**src/rtl/ex_merge_fifo_pkg.sv**
```systemverilog
// Shared types and defaults for the EX-stage merge buffer.
// EX_PACKET carries one functional-unit result toward the complete/CDB stage.
package ex_merge_fifo_pkg;

    localparam int EX_FIFO_DEPTH  = 8;
    localparam int EX_FIFO_IN_CH  = 2;
    localparam int EX_FIFO_OUT_CH = 1;

    typedef struct packed {
        logic [31:0] result;
        logic [31:0] npc;
        logic [4:0]  dest_reg_idx;
        logic [3:0]  rob_tag;
        logic        take_branch;
        logic        halt;
        logic        illegal;
    } EX_PACKET;

    // Used for reset contents and for the packet field of invalid lanes.
    localparam EX_PACKET EX_PACKET_ZERO = '0;

endpackage

```
**src/rtl/ex_merge_fifo_lane_compactor.sv**
```systemverilog
// Packs the valid lanes of a packet vector toward index 0, keeping their
// relative order, and reports how many lanes were valid.
module ex_merge_fifo_lane_compactor
    import ex_merge_fifo_pkg::*;
#(
    parameter int N = 2
) (
    input  logic [N-1:0]             valid,
    input  EX_PACKET                 packet  [N],
    output EX_PACKET                 compact [N],
    output logic [$clog2(N+1)-1:0]   count
);

    localparam int CNTW = $clog2(N+1);

    logic [CNTW-1:0] acc;

    // acc is the slot the next valid lane lands in.
    always_comb begin
        acc = '0;
        for (int k = 0; k < N; k++) begin
            compact[k] = EX_PACKET_ZERO;
        end
        for (int i = 0; i < N; i++) begin
            if (valid[i]) begin
                for (int k = 0; k < N; k++) begin
                    if (acc == CNTW'(k)) begin
                        compact[k] = packet[i];
                    end
                end
                acc = acc + CNTW'(1);
            end
        end
        count = acc;
    end

endmodule

```
**src/rtl/ex_merge_fifo.sv**
```systemverilog
// N-in / M-out ordered merge buffer between the functional units and the
// complete stage: circular storage, optional empty-bypass, flush and overflow flag.
module ex_merge_fifo
    import ex_merge_fifo_pkg::*;
#(
    parameter int DEPTH  = EX_FIFO_DEPTH,
    parameter int IN_CH  = EX_FIFO_IN_CH,
    parameter int OUT_CH = EX_FIFO_OUT_CH,
    parameter int BYPASS = 1
) (
    input  logic                       clock,
    input  logic                       reset_n,
    input  logic                       flush,
    input  logic [IN_CH-1:0]           in_valid,
    input  EX_PACKET                   in_packet  [IN_CH],
    output logic                       in_ready,
    output logic [OUT_CH-1:0]          out_valid,
    output EX_PACKET                   out_packet [OUT_CH],
    input  logic                       out_ready,
    output logic [$clog2(DEPTH):0]     count,
    output logic                       overflow_err
);

    localparam int PW = $clog2(DEPTH);
    localparam int CW = $clog2(DEPTH) + 1;
    localparam int NW = $clog2(IN_CH + 1);
    localparam logic [CW-1:0] PUSH_LIMIT = CW'(DEPTH - IN_CH);

    EX_PACKET        mem [DEPTH];
    logic [PW-1:0]   head;
    logic [PW-1:0]   tail;

    logic [IN_CH-1:0] accept;
    EX_PACKET         comp_pkt [IN_CH];
    logic [NW-1:0]    comp_cnt;

    logic [CW-1:0]   npush;
    logic [CW-1:0]   nvalid;
    logic [CW-1:0]   npop;
    logic [CW-1:0]   pop_stored;
    logic [CW-1:0]   pop_bypass;
    logic [PW-1:0]   rd_idx [OUT_CH];
    logic [IN_CH-1:0] wr_en;
    logic [PW-1:0]   wr_idx [IN_CH];

    // in_ready depends only on registered occupancy, never on this cycle's traffic.
    assign in_ready = (count <= PUSH_LIMIT);
    assign accept   = in_valid & {IN_CH{in_ready}};

    ex_merge_fifo_lane_compactor #(
        .N (IN_CH)
    ) u_in_compactor (
        .valid   (accept),
        .packet  (in_packet),
        .compact (comp_pkt),
        .count   (comp_cnt)
    );

    assign npush = CW'(comp_cnt);

    always_comb begin
        for (int j = 0; j < OUT_CH; j++) begin
            rd_idx[j] = head + PW'(j);
        end
    end

    // Candidate order: stored entries from head, then this cycle's accepted inputs.
    always_comb begin
        for (int j = 0; j < OUT_CH; j++) begin
            out_valid[j]  = 1'b0;
            out_packet[j] = EX_PACKET_ZERO;
            if (CW'(j) < count) begin
                out_valid[j]  = 1'b1;
                out_packet[j] = mem[rd_idx[j]];
            end else if (BYPASS != 0) begin
                for (int i = 0; i < IN_CH; i++) begin
                    if ((CW'(i) < npush) && ((count + CW'(i)) == CW'(j))) begin
                        out_valid[j]  = 1'b1;
                        out_packet[j] = comp_pkt[i];
                    end
                end
            end
        end
        if (!reset_n) begin
            out_valid = '0;
            for (int j = 0; j < OUT_CH; j++) begin
                out_packet[j] = EX_PACKET_ZERO;
            end
        end
    end

    always_comb begin
        nvalid = '0;
        for (int j = 0; j < OUT_CH; j++) begin
            nvalid = nvalid + CW'(out_valid[j]);
        end
        npop       = out_ready ? nvalid : '0;
        pop_stored = (npop < count) ? npop : count;
        pop_bypass = npop - pop_stored;
    end

    // Inputs consumed by bypass are skipped; the rest land contiguously at tail.
    always_comb begin
        for (int i = 0; i < IN_CH; i++) begin
            wr_en[i]  = (CW'(i) >= pop_bypass) && (CW'(i) < npush);
            wr_idx[i] = tail + PW'(CW'(i) - pop_bypass);
        end
    end

    always_ff @(posedge clock or negedge reset_n) begin
        if (!reset_n) begin
            head         <= '0;
            tail         <= '0;
            count        <= '0;
            overflow_err <= 1'b0;
            for (int e = 0; e < DEPTH; e++) begin
                mem[e] <= EX_PACKET_ZERO;
            end
        end else begin
            if ((|in_valid) && !in_ready) begin
                overflow_err <= 1'b1;
            end
            if (flush) begin
                head  <= '0;
                tail  <= '0;
                count <= '0;
            end else begin
                head  <= head + PW'(pop_stored);
                tail  <= tail + PW'(npush - pop_bypass);
                count <= count + npush - npop;
                for (int i = 0; i < IN_CH; i++) begin
                    if (wr_en[i]) begin
                        mem[wr_idx[i]] <= comp_pkt[i];
                    end
                end
            end
        end
    end

endmodule
```
**config.mk**
```make
export PLATFORM = sky130hd
export DESIGN_NAME = ex_merge_fifo
export DESIGN_NICKNAME = d
export VERILOG_FILES = /design/src/rtl/ex_merge_fifo_pkg.sv /design/src/rtl/ex_merge_fifo_lane_compactor.sv /design/src/rtl/ex_merge_fifo.sv
export SDC_FILE = /design/constraint.sdc
export NUM_CORES = 2
export LEC_CHECK = 0
export ABC_AREA = 0
export ABC_CLOCK_PERIOD_IN_PS = 14420
export CAP_MARGIN = 20
export CELL_PAD_IN_SITES_DETAIL_PLACEMENT = 2
export CELL_PAD_IN_SITES_GLOBAL_PLACEMENT = 2
export CORE_AREA = 3 3 321 450
export DETAILED_ROUTE_END_ITERATION = 8
export DIE_AREA = 0 0 324 453
export PLACE_DENSITY_LB_ADDON = 0.15
export SLEW_MARGIN = 10
export SYNTH_ARGS = -nofsm -noshare
export SYNTH_HDL_FRONTEND = slang
export SYNTH_SLANG_ARGS = --single-unit
```
**constraint.sdc**
```tcl
create_clock -name clock -period 14.42 [get_ports clock]
set_input_delay 2.884 -clock clock [delete_from_list [all_inputs] [get_ports clock]]
set_output_delay 2.884 -clock clock [all_outputs]
set_load 0.02 [all_outputs]
```
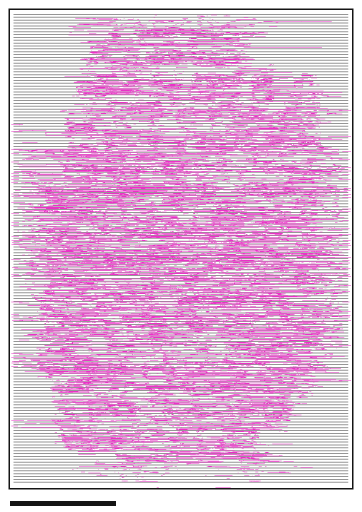
Fig. 1. M1 wires.
Bar = 100 um. Supply wires on this layer in gray.
- nets with wire on the layer: 3271
- share of all routed wire: 41%
- wire length on this layer: 78.4 mm
- main direction: horizontal

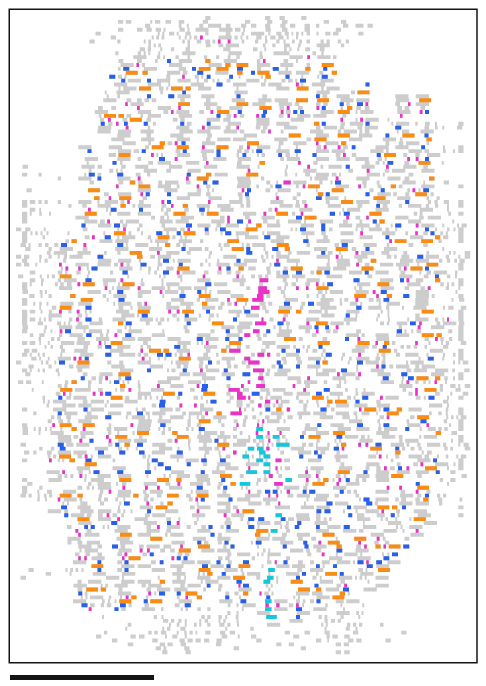
Fig. 2. Gate-type map.
Bar = 100 um.
- blue: non-inverting ao/oa cells (cells 360; most used o21a_1)
- cyan: fa/ha/maj cells (cells 23; most used ha_1)
- orange: mux cells (cells 229; most used mux4_2; where spread over the die)
- magenta: nor cells (cells 286; most used nor3_1; where spread over the die)

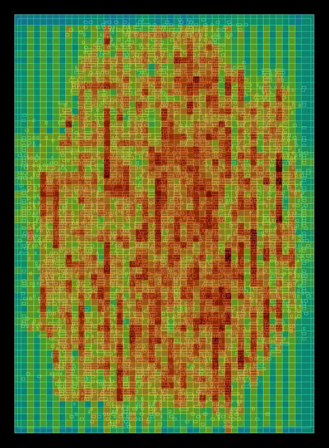
Fig. 3. Routing congestion.
total track usage: 25.5%
Util after Layout: 29.5%

==> qor.yml <==
final_layout_size_suffix_gt1_share_pct: 16.6
cts.sink_count: 619
clock.fmax_ghz: 0.100
logic_family: "AND-OR/OR-AND gates"
layout_top_cell: "dfrtp_1"
postCtsSetupBuffers: 0
tns_ns: 0
reg_top3: "mem: 608 flops, count: 4 flops"
insertion_delay_ns: 0.67
crit_family: "simple AND/OR/NAND/NOR gates"
rrSetupSlack_ns: 5.73
criticalPathCategory: "input port to output pin"
nClkBuffers: 112
slew_viol_final: 0
slew_headroom_pct: 17.3
portBuffers: 240
final.min_clock_period_ns: 10.0
whs_ns: 0.479
fin_nets: 3519
powerDensity_mw_per_mm2: 213
combGateArea_mm2: 0.0180
avgViaCountPerCell: 6.15
crit_start: "in_valid[0]"
syn-mean-instance-area_um2: 10.6
drc: 0
status: "completed"
worstPathArrival_ns: 7.11
final_area_mm2: 0.0415
drv_cap: 0
hpwl_um: 110000
timing.rr.end: "mem[145]"
dp_slack_ns: 4.32
finalHoldViolations: 0
num_vias: 32100
grt_pass1_vias: 36300
setup_viol: 0
p_leak_nw: 16.1
ios: 241
async_flop_share_pct: 100
synth_flops: 619
cts_tree: "built"
largest_reg_flops: 608
cts_resized: 0
simple_gate_share_pct: 13.8
grt_max_degree: 145
n_antenna_cell: 1
final_cell_mix: "dfrtp_1, nand2_1, clkdlybuf4s50_1, nor3_1, a221oi_1"
hp-class: "flip-flop to flip-flop"
regArea_mm2: 0.0155
total_power_mw: 8.83
seq_share_pct: 37.3
worst-path-buf-inv: 4
core_region_area_mm2: 0.141
row_count: 163
hold_buffers: 0
inv_count: 33
cp_slowest_stage_delay_ns: 0.80
edf_count: 0
yosysWarnings: 0
end_kind: "output pin"
cts_max_path_buffers: 3
rr_worst_depth: 23
syn_inst: 3313
fin_ws_ns: 4.42
nWellTaps: 1815
regMostFlops: "mem"
cp.required_ns: 11.54
clk_pin_slew_ns: 0.06
rr_startpoint: "count[3]"
min_to: "mem[341]"
ys_cells: 3313
wl_per_cell_um: 36.4
syn-cell-area_mm2: 0.0351
die_h_um: 453
buf_share_pct: 7.52
worstPathCellList: "buf_6, and2_4, inv_1, ha_1, or3_4, buf_4, o22ai_1, and2_1, clkdlybuf4s50_1"
largest_class: "combinational gates"
grt_pass1_wl_um: 272000
peakVddDrop_mv: 0.0843
htreeDepth: 3
worstHoldStart: "mem[341]"
top_area_cell: "dfrtp_1"
critPathCapture: "out_packet[5]"
period_used_pct: 69.3
gr-total-overflow: 0
cp_max_fo: 57
synth_cell_types: 67
antenna_found_initial: 6
dpl_cell_area_mm2: 0.0390
tool_warnings: 32
cts-root-buf: "clkbuf_16"
top_cells_by_count: "dfrtp_1, nand2_1, nor3_1, clkbuf_1, a221oi_1"
routed_wirelength_um: 190000
fp_util_pct: 24.9
comb_area_share_pct: 43.4
tightest_slew_ns: 1.24
place_congestion: 0.790
ys_sh_aoi_pct: 23.6
seq_cells: 619
adder_share_pct: 0.884
drtIter0Drc: 2465
min_path_cells: 1
dieArea_mm2: 0.147
most_common_cell: "dfrtp_1"
synthToLayoutAreaGrowth_pct: 18.4
cts_made_buffers: 74
die_x_um: 324
n_fill_cell: 15100
first_pass_iters: 5
nMultiInputCombCells: 2282
clk_share_pct: 6.01
num-nonclk-buffers: 328
synthTopCellsByArea: "dfrtp_1, mux4_2, nand2_1, a221oi_1, o221a_2"
muxShareOfSynthArea_pct: 12.0
crit_cells: 9
top_area_share_pct: 44.1
ys_chip_area_mm2: 0.0351
ys_sh_xor_pct: 0.513
start_kind: "input port"
rsz0062_at_grt: "false"
postSynthSeqShare_pct: 44.1
flop_cell: "dfrtp_1"
ant_nets: 0
slowest_stage: "and2_4"
fin_skew_ns: 0.0255
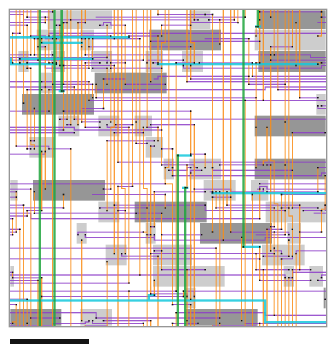
Fig. 4. Zoomed window.
Bar = 10 um. Window x 223 to 263, y 93 to 133 um. Cells in gray, sequential cells in the stronger gray; small squares are vias.
- green: metal 4
- cyan: metal 3
- orange: metal 2
- purple: metal 1
- netlist names of flops here include: mem (12)
- sequential cells in the window: 12
- cells with their middle in the window: 46
- most frequent: dfrtp_1 (12), nand2_1 (6), nor3_1 (4)

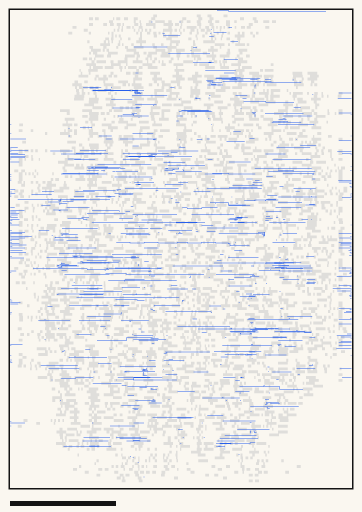
Fig. 5. Signal wires on met3.
Bar = 100 um. Cells faint in the background.
- longest straight run: 107 um
- main direction: horizontal

## report_power, final
| group | total [mW] | internal (mW) | leakage, nW | switching [mW] |
|---|---|---|---|---|
| clock | 2.00 | 1.17 | 1.24 | 0.830 |
| sequential | 3.02 | 2.51 | 8.06 | 0.519 |
| combinational | 3.81 | 1.69 | 6.79 | 2.12 |
| total | 8.83 | 5.36 | 16.1 | 3.47 |
## per-stage QoR
stage	cells	util [%]
after floorplan	3314	-
after global placement	5074	27.7
after detailed placement	5075	27.7
after CTS	5210	29.5
after global routing	5212	29.5
final	5213	29.5
## metal layers
metal,vias up,share of wire (%),global-route usage (%),wire length (um)
met3,354,4.9,3.08,9230
met5,-,0,0,0
met2,1187,50,44.1,94800
met4,0,3.9,10.3,7440
li1,12900,-,-,-
met1,17600,41,32.0,78400
Power and IR drop assume default switching activity.
